**The metal 2 layer**

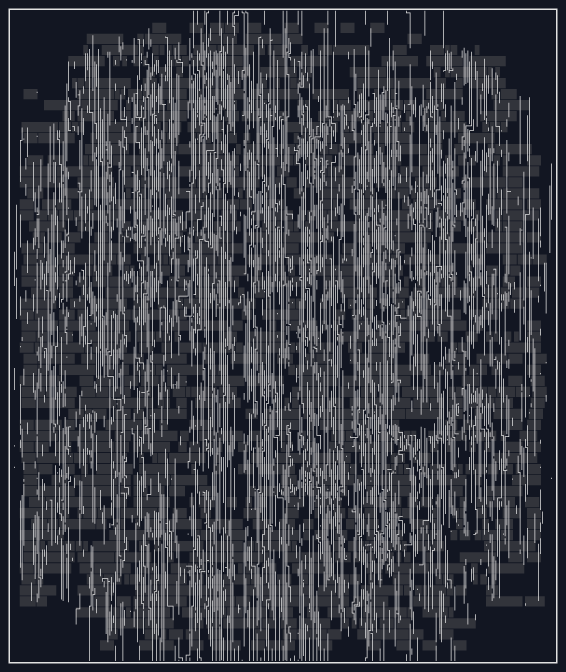
**Cell placement**

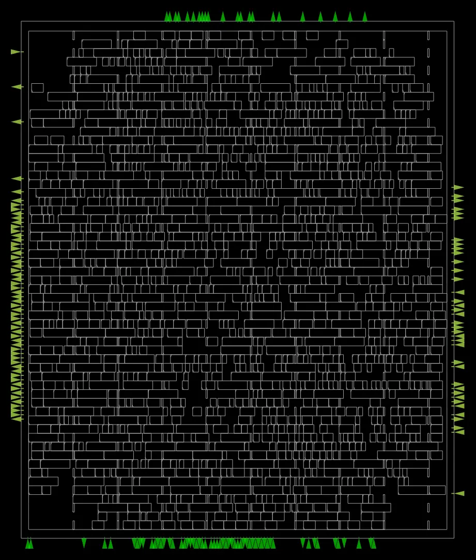
--- src/rtl/fetch_stage_pkg.sv ---
// Shared definitions for the MIPS front end: opcodes, fetch FSM states, reset PC.
package fetch_stage_pkg;

   localparam logic [31:0] RESET_PC = 32'h0040_0000;

   // Opcodes (instr[31:26]) as decoded by Control
   localparam logic [5:0] OP_RTYPE = 6'h00;
   localparam logic [5:0] OP_J     = 6'h02;
   localparam logic [5:0] OP_JAL   = 6'h03;
   localparam logic [5:0] OP_BEQ   = 6'h04;
   localparam logic [5:0] OP_BNE   = 6'h05;
   localparam logic [5:0] OP_ADDI  = 6'h08;
   localparam logic [5:0] OP_LW    = 6'h23;
   localparam logic [5:0] OP_SW    = 6'h2B;

   typedef enum logic [1:0] {
      FETCH  = 2'd0,
      HOLD   = 2'd1,
      SQUASH = 2'd2
   } fetchState_e;

endpackage

--- src/rtl/fetch_stage_next_pc.sv ---
// Redirect decision for the instruction in ID: whether to take it and where to go.
module fetch_stage_next_pc
   import fetch_stage_pkg::*;
#(
   parameter int DATA_WIDTH = 32
) (
   input  logic                  idValid,
   input  logic                  stall,
   input  logic                  jump,
   input  logic                  branchEq,
   input  logic                  branchNe,
   input  logic                  zero,
   input  logic [25:0]           jumpIndex,
   input  logic [DATA_WIDTH-1:0] idPcPlus4,
   input  logic [DATA_WIDTH-1:0] branchImm,
   output logic                  take,
   output logic [DATA_WIDTH-1:0] target
);

   // Stall always wins over a redirect; jumps keep the upper PC nibble.
   always_comb begin
      take = idValid & ~stall & (jump | (branchEq & zero) | (branchNe & ~zero));
      if (jump) begin
         target = DATA_WIDTH'({idPcPlus4[DATA_WIDTH-1 -: 4], jumpIndex, 2'b00});
      end else begin
         target = idPcPlus4 + (branchImm << 2);
      end
   end

endmodule

--- src/rtl/fetch_stage.sv ---
// Instruction fetch: owns the PC, drives the imem req/ack handshake and the IF/ID register.
//
// Handshake: imem_req and imem_addr are registered. Once imem_req is high it stays high
// with imem_addr unchanged until a cycle where imem_ack is also high; that cycle carries
// the word on imem_rdata and completes the transfer. An ack while imem_req is low is ignored.
module fetch_stage #(
   parameter int                    DATA_WIDTH = 32,
   parameter logic [DATA_WIDTH-1:0] RESET_PC   = fetch_stage_pkg::RESET_PC
) (
   input  logic                  clk,
   input  logic                  reset,
   output logic                  imem_req,
   output logic [DATA_WIDTH-1:0] imem_addr,
   input  logic                  imem_ack,
   input  logic [DATA_WIDTH-1:0] imem_rdata,
   input  logic                  stall,
   input  logic                  Jump,
   input  logic                  BranchEQ,
   input  logic                  BranchNE,
   input  logic                  Zero,
   input  logic [DATA_WIDTH-1:0] branch_imm,
   output logic [DATA_WIDTH-1:0] id_instr,
   output logic [DATA_WIDTH-1:0] id_pc_plus4,
   output logic                  id_valid,
   output logic [1:0]            dbgState
);
   import fetch_stage_pkg::*;

   localparam logic [DATA_WIDTH-1:0] WORD_STEP = DATA_WIDTH'(4);

   fetchState_e           state;
   logic [DATA_WIDTH-1:0] pc;
   logic                  reqReg;
   logic [DATA_WIDTH-1:0] idInstr;
   logic [DATA_WIDTH-1:0] idPcPlus4;
   logic                  idValid;
   logic [DATA_WIDTH-1:0] holdInstr;
   logic [DATA_WIDTH-1:0] holdPcPlus4;
   logic [DATA_WIDTH-1:0] squashTarget;
   logic                  ackSeen;
   logic [DATA_WIDTH-1:0] pcPlus4;
   logic                  take;
   logic [DATA_WIDTH-1:0] target;

   assign ackSeen = reqReg & imem_ack;
   assign pcPlus4 = pc + WORD_STEP;

   fetch_stage_next_pc #(.DATA_WIDTH(DATA_WIDTH)) uNextPc (
      .idValid   (idValid),
      .stall     (stall),
      .jump      (Jump),
      .branchEq  (BranchEQ),
      .branchNe  (BranchNE),
      .zero      (Zero),
      .jumpIndex (idInstr[25:0]),
      .idPcPlus4 (idPcPlus4),
      .branchImm (branch_imm),
      .take      (take),
      .target    (target)
   );

   // Fetch FSM: PC, request, IF/ID register, one-entry hold buffer and squash target.
   always_ff @(posedge clk or negedge reset) begin
      if (!reset) begin
         state        <= FETCH;
         pc           <= RESET_PC;
         reqReg       <= 1'b0;
         idInstr      <= '0;
         idPcPlus4    <= '0;
         idValid      <= 1'b0;
         holdInstr    <= '0;
         holdPcPlus4  <= '0;
         squashTarget <= '0;
      end else begin
         case (state)
            FETCH: begin
               reqReg <= 1'b1;
               if (take) begin
                  // Wrong-path word (if any) is dropped; ID becomes a bubble.
                  idInstr <= '0;
                  idValid <= 1'b0;
                  if (ackSeen || !reqReg) begin
                     pc <= target;
                  end else begin
                     // Request in flight: finish it at the old address first.
                     squashTarget <= target;
                     state        <= SQUASH;
                  end
               end else if (stall) begin
                  if (ackSeen) begin
                     holdInstr   <= imem_rdata;
                     holdPcPlus4 <= pcPlus4;
                     pc          <= pcPlus4;
                     reqReg      <= 1'b0;
                     state       <= HOLD;
                  end
               end else if (ackSeen) begin
                  idInstr   <= imem_rdata;
                  idPcPlus4 <= pcPlus4;
                  idValid   <= 1'b1;
                  pc        <= pcPlus4;
               end else begin
                  // Decode consumed its instruction and nothing arrived: bubble.
                  idInstr <= '0;
                  idValid <= 1'b0;
               end
            end
            HOLD: begin
               if (!stall) begin
                  state  <= FETCH;
                  reqReg <= 1'b1;
                  if (take) begin
                     idInstr <= '0;
                     idValid <= 1'b0;
                     pc      <= target;
                  end else begin
                     idInstr   <= holdInstr;
                     idPcPlus4 <= holdPcPlus4;
                     idValid   <= 1'b1;
                  end
               end
            end
            SQUASH: begin
               if (ackSeen) begin
                  pc    <= squashTarget;
                  state <= FETCH;
               end
            end
            default: begin
               state  <= FETCH;
               reqReg <= 1'b0;
            end
         endcase
      end
   end

   assign imem_req    = reqReg;
   assign imem_addr   = pc;
   assign id_instr    = idInstr;
   assign id_pc_plus4 = idPcPlus4;
   assign id_valid    = idValid;
   assign dbgState    = state;

endmodule
--- config.mk ---
export PLATFORM = sky130hd
export DESIGN_NAME = fetch_stage
export DESIGN_NICKNAME = d
export VERILOG_FILES = /design/src/rtl/fetch_stage_pkg.sv /design/src/rtl/fetch_stage_next_pc.sv /design/src/rtl/fetch_stage.sv
export SDC_FILE = /design/constraint.sdc
export NUM_CORES = 1
export LEC_CHECK = 0
export CAP_MARGIN = 20
export CORE_ASPECT_RATIO = 1.2
export CORE_MARGIN = 2
export CORE_UTILIZATION = 55
export DETAILED_ROUTE_END_ITERATION = 12
export PLACE_DENSITY = 0.82
export SYNTH_ARGS = -nofsm -noshare
export SYNTH_HDL_FRONTEND = slang
export SYNTH_SLANG_ARGS = --single-unit
--- constraint.sdc ---
create_clock -name clk -period 6.8 [get_ports clk]
set_clock_uncertainty 0.05 [all_clocks]
set_input_delay 1.02 -clock clk [delete_from_list [all_inputs] [get_ports clk]]
set_output_delay 1.02 -clock clk [all_outputs]
set_load 0.01 [all_outputs]
==> out/metrics.csv <==
stage;metric;value;unit
run_status;status;finished, final reports clean;
synthesis;Mapped Area;11300;sq um
clock_tree;H-tree levels;4;
clock_tree;clock slew at reported path FFs;0.09;ns
synthesis;Synth top area share;43.3;%
floorplanning;Std-Cell Core Area;20200;sq um
final_timing;Sum Neg Setup Slack;0;ns
clock_tree;# clock sinks;196;
setup_path;critical path depth;11;
setup_path;FF-to-FF End;imem_addr[16];
clock_tree;CTS tree;yes;
cells_and_area;Comb gates;968;
routing;Routed Antenna Nets;0;
worst_hold_path;WHS Endpoint;squashTarget[5];
synthesis;area fraction in mux cells;6.94;%
cells_and_area;clock buf count;18;
power_and_ir_drop;Peak VDD IR;242;uV
cells_and_area;Area-dominant class;logic gates;
cells_and_area;most numerous logic cells after layout;211 x nand2_1, 195 x dfrtp_1, 167 x clkdlybuf4s50_1;
cells_and_area;Finished Core Util;68.5;%
cells_and_area;Layout clock area frac;4.59;%
power_and_ir_drop;P_int;0.00363;W
cells_and_area;Register Area;4910;sq um
global_route;remaining global-route overflow;0;
synthesis;Synth Instances;1257;
global_route;GRT busiest layer;met2;
cells_and_area;most frequent logic cell in the layout;nand2_1;
setup_path;CP Data Arrival Time;4.37;ns
cells_and_area;final instance area;13800;sq um
place;Post-Place Cell Area;13200;sq um
synthesis;Syn Nets;1363;
global_route;first-pass GRT wire length;56.8;mm
floorplanning;placement row count;57;
final_timing;Slew headroom;39.4;%
power_and_ir_drop;P_seq;0.00217;W
synthesis;and+or+nand+nor area frac;16.8;%
power_and_ir_drop;leak pwr;5.87;nW
synthesis;count of library flops with an enable pin;0;
global_route;maximum number of pins on one net before global-route repair;69;
setup_path;crit-path leading delay family;AND-OR/OR-AND gates;
setup_path;Register-to-Register Setup Slack;3.26;ns
setup_path;Setup crit start;branch_imm[0];
cells_and_area;flop share of the area;35.5;%
setup_path;cell chain of the critical path;clkdlybuf4s50_1, ha_1, fa_1, a21o_1, a41oi_2, nor4bb_4, or2_2, a21oi_1, o311ai_1, o21ai_0, a211oi_1;
run;Log Warnings;30;
setup_path;Worst setup EP type;flop;
worst_hold_path;worst min path class;flop to flop;
global_route;Global Route met1 Usage;41.1;%
final_timing;Setup WS post-layout;2.73;ns
final_timing;Tmin final;4.07;ns
power_and_ir_drop;dominant power group;combinational cells;
routing;WL per Instance;21.5;um
synthesis;Synth Register Bits;196;
synthesis;ys cells;1257;
cells_and_area;invs w/o clock;14;
global_route;Total Routing Usage GR;34.0;%
cells_and_area;seq_cells;196;
setup_path;CP max FO;3;
floorplanning;I/O pins;172;
floorplanning;die height;161;um
power_and_ir_drop;pwr dens;479;nW/um^2
clock_tree;Post-CTS Setup Repair Bufs;0;
cells_and_area;FILL cells;1639;
place;routability cong.;0.934;
clock_tree;CTS root buf;clkbuf_16;
setup_path;crit path kind;primary input to flop;
power_and_ir_drop;sequential share of power;32.7;%
final_timing;Hold Fails Final Rpt;0;
cells_and_area;buffering overhead;13.4;%
cells_and_area;non-clock buffer count;191;
power_and_ir_drop;Psw;0.00299;W
routing;vias per inst;6.26;
synthesis;fa+ha+maj area frac;3.84;%
Notes on 'the metal 2 layer' above:
nets with wire on the layer: 1,270
wire length on this layer: 17,000 um
detailed-route via count: 10.4k
met2 Usage GRT: 54.8%
final wirelength: 35.8 mm

Notes on 'cell placement' above:
final non-filler cell total: 1,666
# Taps: 265

Power and IR drop assume default switching activity.
